--- src/rtl/hazard_pkg.sv ---
// Shared types and constants for the ID/EX hazard and forwarding controller.
// The optional condition-code register is enabled with HAZARD_FWD_CCR_EN.
package hazard_pkg;

    localparam int TRK_REG_W = 3;

    localparam logic [1:0] FWD_REG   = 2'd0;
    localparam logic [1:0] FWD_EXMEM = 2'd1;
    localparam logic [1:0] FWD_MEMWB = 2'd2;
    localparam logic [1:0] FWD_LOAD  = 2'd3;

    localparam logic [3:0] OP_NOP = 4'd0;

    typedef enum logic {
        RUN   = 1'b0,
        STALL = 1'b1
    } state_t;

    typedef struct packed {
        logic                 valid;
        logic [TRK_REG_W-1:0] dst;
        logic                 wr;
        logic                 load;
    } stage_t;

    // Z and N are touched only by arithmetic/logic opcodes.
    function automatic logic op_sets_zn(input logic [3:0] op);
        logic res;
        case (op)
            4'd0, 4'd4, 4'd13, 4'd14, 4'd15: res = 1'b0;
            default:                         res = 1'b1;
        endcase
        return res;
    endfunction

    function automatic logic op_sets_c(input logic [3:0] op);
        logic res;
        if ((op >= 4'd1) && (op <= 4'd12)) begin
            res = 1'b1;
        end else begin
            res = 1'b0;
        end
        return res;
    endfunction

endpackage

--- src/rtl/hazard_fwd_ctrl_fwd_sel_unit.sv ---
// Operand forwarding select for one source operand, evaluated at decode time
// against the producers currently tracked in EX and MEM.
module fwd_sel_unit
    import hazard_pkg::*;
(
    input  logic                 i_use,
    input  logic [TRK_REG_W-1:0] i_reg,
    input  stage_t               i_ex,
    input  stage_t               i_mem,
    output logic [1:0]           o_sel
);

    // Youngest matching producer wins; a MEM load forwards raw memory data.
    always_comb begin
        o_sel = FWD_REG;
        if (!i_use) begin
            o_sel = FWD_REG;
        end else if (i_ex.valid && i_ex.wr && (i_ex.dst == i_reg)) begin
            o_sel = FWD_EXMEM;
        end else if (i_mem.valid && i_mem.wr && (i_mem.dst == i_reg)) begin
            if (i_mem.load) begin
                o_sel = FWD_LOAD;
            end else begin
                o_sel = FWD_MEMWB;
            end
        end else begin
            o_sel = FWD_REG;
        end
    end

endmodule

--- src/rtl/hazard_fwd_ctrl.sv ---
// ID/EX boundary controller: destination tracking, load-use stall, forwarding
// selects and EX opcode register. HAZARD_FWD_CCR_EN adds the condition codes.
module hazard_fwd_ctrl
    import hazard_pkg::*;
#(
    parameter int REG_W = 3,
    parameter int OP_W  = 4,
    parameter int CNT_W = 16
) (
    input  logic             clk,
    input  logic             rst,
    input  logic             id_valid,
    input  logic [REG_W-1:0] id_src,
    input  logic [REG_W-1:0] id_dst,
    input  logic             id_use_src,
    input  logic             id_use_dst,
    input  logic             id_wr,
    input  logic             id_load,
    input  logic [OP_W-1:0]  id_op,
    input  logic             flush,
`ifdef HAZARD_FWD_CCR_EN
    input  logic [2:0]       alu_flags,
    output logic [2:0]       ccr,
`endif
    output logic             stall,
    output logic [OP_W-1:0]  ex_op,
    output logic [1:0]       fwd_src_sel,
    output logic [1:0]       fwd_dst_sel,
    output logic             ex_valid,
    output logic [CNT_W-1:0] stall_cnt
);

    state_t           r_state;
    stage_t           r_ex;
    stage_t           r_mem;
    logic [OP_W-1:0]  r_ex_op;
    logic [1:0]       r_src_sel;
    logic [1:0]       r_dst_sel;
    logic [CNT_W-1:0] r_stall_cnt;

    logic             w_load_use;
    logic             w_stall;
    logic [1:0]       w_src_sel;
    logic [1:0]       w_dst_sel;
    stage_t           w_ex_next;
    logic [OP_W-1:0]  w_op_next;
    logic [1:0]       w_src_next;
    logic [1:0]       w_dst_next;

    fwd_sel_unit u_src_sel (
        .i_use (id_use_src & id_valid),
        .i_reg (id_src),
        .i_ex  (r_ex),
        .i_mem (r_mem),
        .o_sel (w_src_sel)
    );

    fwd_sel_unit u_dst_sel (
        .i_use (id_use_dst & id_valid),
        .i_reg (id_dst),
        .i_ex  (r_ex),
        .i_mem (r_mem),
        .o_sel (w_dst_sel)
    );

    // Load in EX whose result the decode instruction needs right away.
    always_comb begin
        w_load_use = id_valid & r_ex.valid & r_ex.wr & r_ex.load &
                     ((id_use_src & (id_src == r_ex.dst)) |
                      (id_use_dst & (id_dst == r_ex.dst)));
        if (r_state == RUN) begin
            w_stall = w_load_use & ~flush;
        end else begin
            w_stall = 1'b0;
        end
    end

    // Next EX contents: a bubble on flush or stall, else the decode slot.
    always_comb begin
        w_ex_next  = '0;
        w_op_next  = OP_W'(OP_NOP);
        w_src_next = FWD_REG;
        w_dst_next = FWD_REG;
        if (flush || w_stall) begin
            w_ex_next  = '0;
            w_op_next  = OP_W'(OP_NOP);
            w_src_next = FWD_REG;
            w_dst_next = FWD_REG;
        end else begin
            w_ex_next.valid = id_valid;
            w_ex_next.dst   = id_dst;
            w_ex_next.wr    = id_wr & id_valid;
            w_ex_next.load  = id_load & id_valid;
            w_op_next       = id_valid ? id_op : OP_W'(OP_NOP);
            w_src_next      = w_src_sel;
            w_dst_next      = w_dst_sel;
        end
    end

    // Pipeline tracking and EX capture; MEM always advances, even during a stall.
    always_ff @(posedge clk) begin
        if (rst) begin
            r_ex      <= '0;
            r_mem     <= '0;
            r_ex_op   <= OP_W'(OP_NOP);
            r_src_sel <= FWD_REG;
            r_dst_sel <= FWD_REG;
        end else begin
            r_mem     <= r_ex;
            r_ex      <= w_ex_next;
            r_ex_op   <= w_op_next;
            r_src_sel <= w_src_next;
            r_dst_sel <= w_dst_next;
        end
    end

    // Stall FSM: STALL lasts one cycle, and the counter saturates.
    always_ff @(posedge clk) begin
        if (rst) begin
            r_state     <= RUN;
            r_stall_cnt <= {CNT_W{1'b0}};
        end else begin
            case (r_state)
                RUN: begin
                    if (w_stall) begin
                        r_state <= STALL;
                        if (r_stall_cnt != {CNT_W{1'b1}}) begin
                            r_stall_cnt <= r_stall_cnt + CNT_W'(1);
                        end
                    end else begin
                        r_state <= RUN;
                    end
                end
                STALL: begin
                    r_state <= RUN;
                end
                default: begin
                    r_state <= RUN;
                end
            endcase
        end
    end

`ifdef HAZARD_FWD_CCR_EN
    logic [2:0] r_ccr;

    // Condition codes follow the instruction leaving EX; bit 2 is C, 1 is Z, 0 is N.
    always_ff @(posedge clk) begin
        if (rst) begin
            r_ccr <= 3'b000;
        end else if (r_ex.valid) begin
            if (op_sets_zn(r_ex_op)) begin
                r_ccr[1:0] <= alu_flags[1:0];
            end
            if (op_sets_c(r_ex_op)) begin
                r_ccr[2] <= alu_flags[2];
            end
        end
    end

    assign ccr = r_ccr;
`endif

    assign stall       = w_stall;
    assign ex_op       = r_ex_op;
    assign fwd_src_sel = r_src_sel;
    assign fwd_dst_sel = r_dst_sel;
    assign ex_valid    = r_ex.valid;
    assign stall_cnt   = r_stall_cnt;

endmodule

--- config.mk ---
export PLATFORM = sky130hd
export DESIGN_NAME = hazard_fwd_ctrl
export DESIGN_NICKNAME = d
export VERILOG_FILES = /design/src/rtl/hazard_pkg.sv /design/src/rtl/hazard_fwd_ctrl_fwd_sel_unit.sv /design/src/rtl/hazard_fwd_ctrl.sv
export SDC_FILE = /design/constraint.sdc
export NUM_CORES = 1
export LEC_CHECK = 0
export ABC_AREA = 1
export CAP_MARGIN = 20
export CORE_UTILIZATION = 44
export CTS_CLUSTER_SIZE = 16
export DETAILED_ROUTE_END_ITERATION = 7
export PLACE_DENSITY = 0.75
export SYNTH_ARGS = -nofsm -noshare
export SYNTH_HDL_FRONTEND = slang
export SYNTH_SLANG_ARGS = --single-unit
--- constraint.sdc ---
create_clock -name clk -period 1.6 [get_ports clk]
set_input_delay 0.32 -clock clk [delete_from_list [all_inputs] [get_ports clk]]
set_output_delay 0.32 -clock clk [all_outputs]
set_load 0.1 [all_outputs]
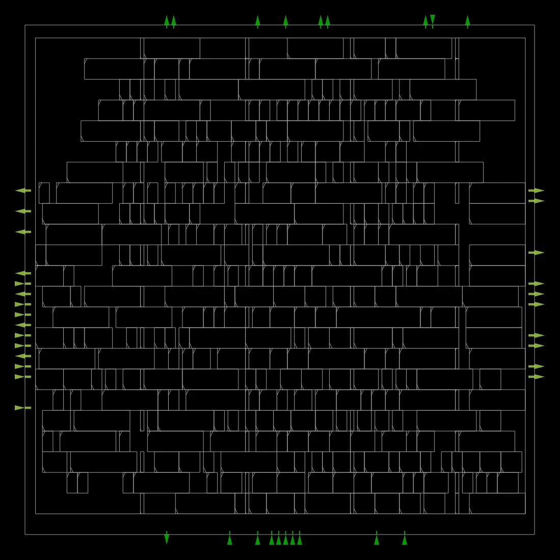
placed.png
Floorplan Core Area: 4030 sq um
final sequential cell count: 37
count of filler cells inserted in the layout: 273
non-filler cells in the finished layout: 404
fraction of standard cell area that is sequential: 25.4%

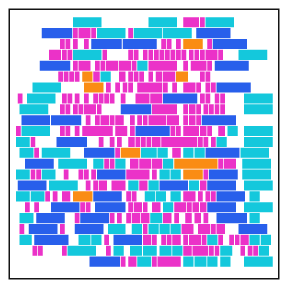
class_map.png
Scale: 4 px per micron.
- blue: registers (cells 37; share of their area 26%)
- orange: clock drivers and dummy loads (cells 8; share of their area 3.8%)
- cyan: remaining buffers and delay cells (cells 79; share of their area 31%)
- magenta: remaining logic cells (cells 230; share of their area 39%)
final core utilization: 77.2%
final standard cell area without fillers: 3110 sq um
number of core rows: 23

==> GITHUB_STEP_SUMMARY <==
## Synthesis and layout report

| Metric | Value |
|---|---|
| Most Used Layer, Global Route | met2 |
| Endpoint of the worst register-to-register path | stall_cnt[3] |
| Global routing usage on met2 | 46.7% |
| Cell accounting for the most synthesized area | dfxtp_1 |
| Cell at the root of the clock tree | clkbuf_8 |
| Post-CTS Hold Buffers | 0 |
| Run status | complete, but fails checks |
| Leakage component of the power | 0.00152 uW |
| Number of nets in the finished design | 372 |
| Clock edge transition at the registers on the reported setup and hold paths | 0.08 ns |
| Capturing element type of the critical path | output pin |
| Top logic family | simple AND/OR/NAND/NOR gates |
| Maximum clock rate | 546 MHz |
| Combinational share of power | 11.7% |
| Part of the total power dissipated in the clock network | 41.9% |
| Routed wire length on met3 | 353 microns |
| Initial standard-cell utilization of the core | 46.1% |
| Final setup violation count | 15 |
| X dimension of the die | 67.0 microns |
| Fin worst setup slack | -0.230 ns |
| Cell family contributing the most delay on the critical path | flip-flops |
| Number of non-clock inverters in the layout | 47 |
| Share of power burned in registers | 46.5% |
| Tightest Hold Check Type | flip-flop to flip-flop |
| Via count | 2051 |
| TritonCTS clock tree | built |
| Antenna violations before repair | 0 |
| Largest net degree at the start of global routing | 15 |
| HPWL reported at the end of detailed placement | 3.37 mm |
| CTS-repair resized insts | 15 |
| Fraction of area in multi-input gates | 32.3% |
| Drt via density | 5.08 |
| Total power consumption of the routed design | 2000 uW |
| Placer congestion estimate | 0.827 |
| Count of clock-net buffers in the final layout | 5 |
| Layout cells sized above 1 | 33.9% |
| Number of stages on the worst hold path | 2 |
| Syn_nets | 288 |
| Relative max-transition margin | 69.3% |
| Total number of yosys warnings | 0 |
| H-Tree Level Count | 2 |
| Antenna-violating nets left | 0 |
| Power of the combinational group | 233 uW |
| Top contributor to total power | sequential cells |
| Portion of the layout cell area used by clock cells | 3.70% |
| Biggest cell delay along the critical path | 0.36 ns |
| Global-route usage over all layers | 27.1% |
| First-pass GRT wire length | 8.78 mm |
| Die ar. | 4490 sq um |
| Post-synth mux share | 0% |
| Violations in the final reports | negative setup slack |
| Total overflow reported by the global router | 0 |
| Hold_sp | r_ex[0] |
| Final Max Tran Viols | 0 |
| Detailed-route wire length per cell | 13.7 microns |
==> sequential cells by signal, indices dropped and copies added (netlist names) <==
| name | cells |
|---|---|
| ex_op | 4 |
| r_mem | 6 |
| r_state | 1 |
| fwd_dst_sel | 2 |
| fwd_src_sel | 2 |
| r_ex | 5 |
| ex_valid | 1 |
| stall_cnt | 16 |
==> stage by stage <==
step / hold slack [ns] / std cells / setup slack [ns] / utilization [%]
finish: 0.430 / 404 / -0.230 / 77.2
global route: 0.460 / 404 / -0.305 / 77.2
CTS: 0.429 / 401 / -0.171 / 76.2
detailed placement: 0.417 / 376 / -0.452 / 69.4
global placement: 0.410 / 376 / -0.332 / 69.4
floorplan: 0.403 / 269 / -0.151 / -
Power is estimated from default activity; no workload was simulated.
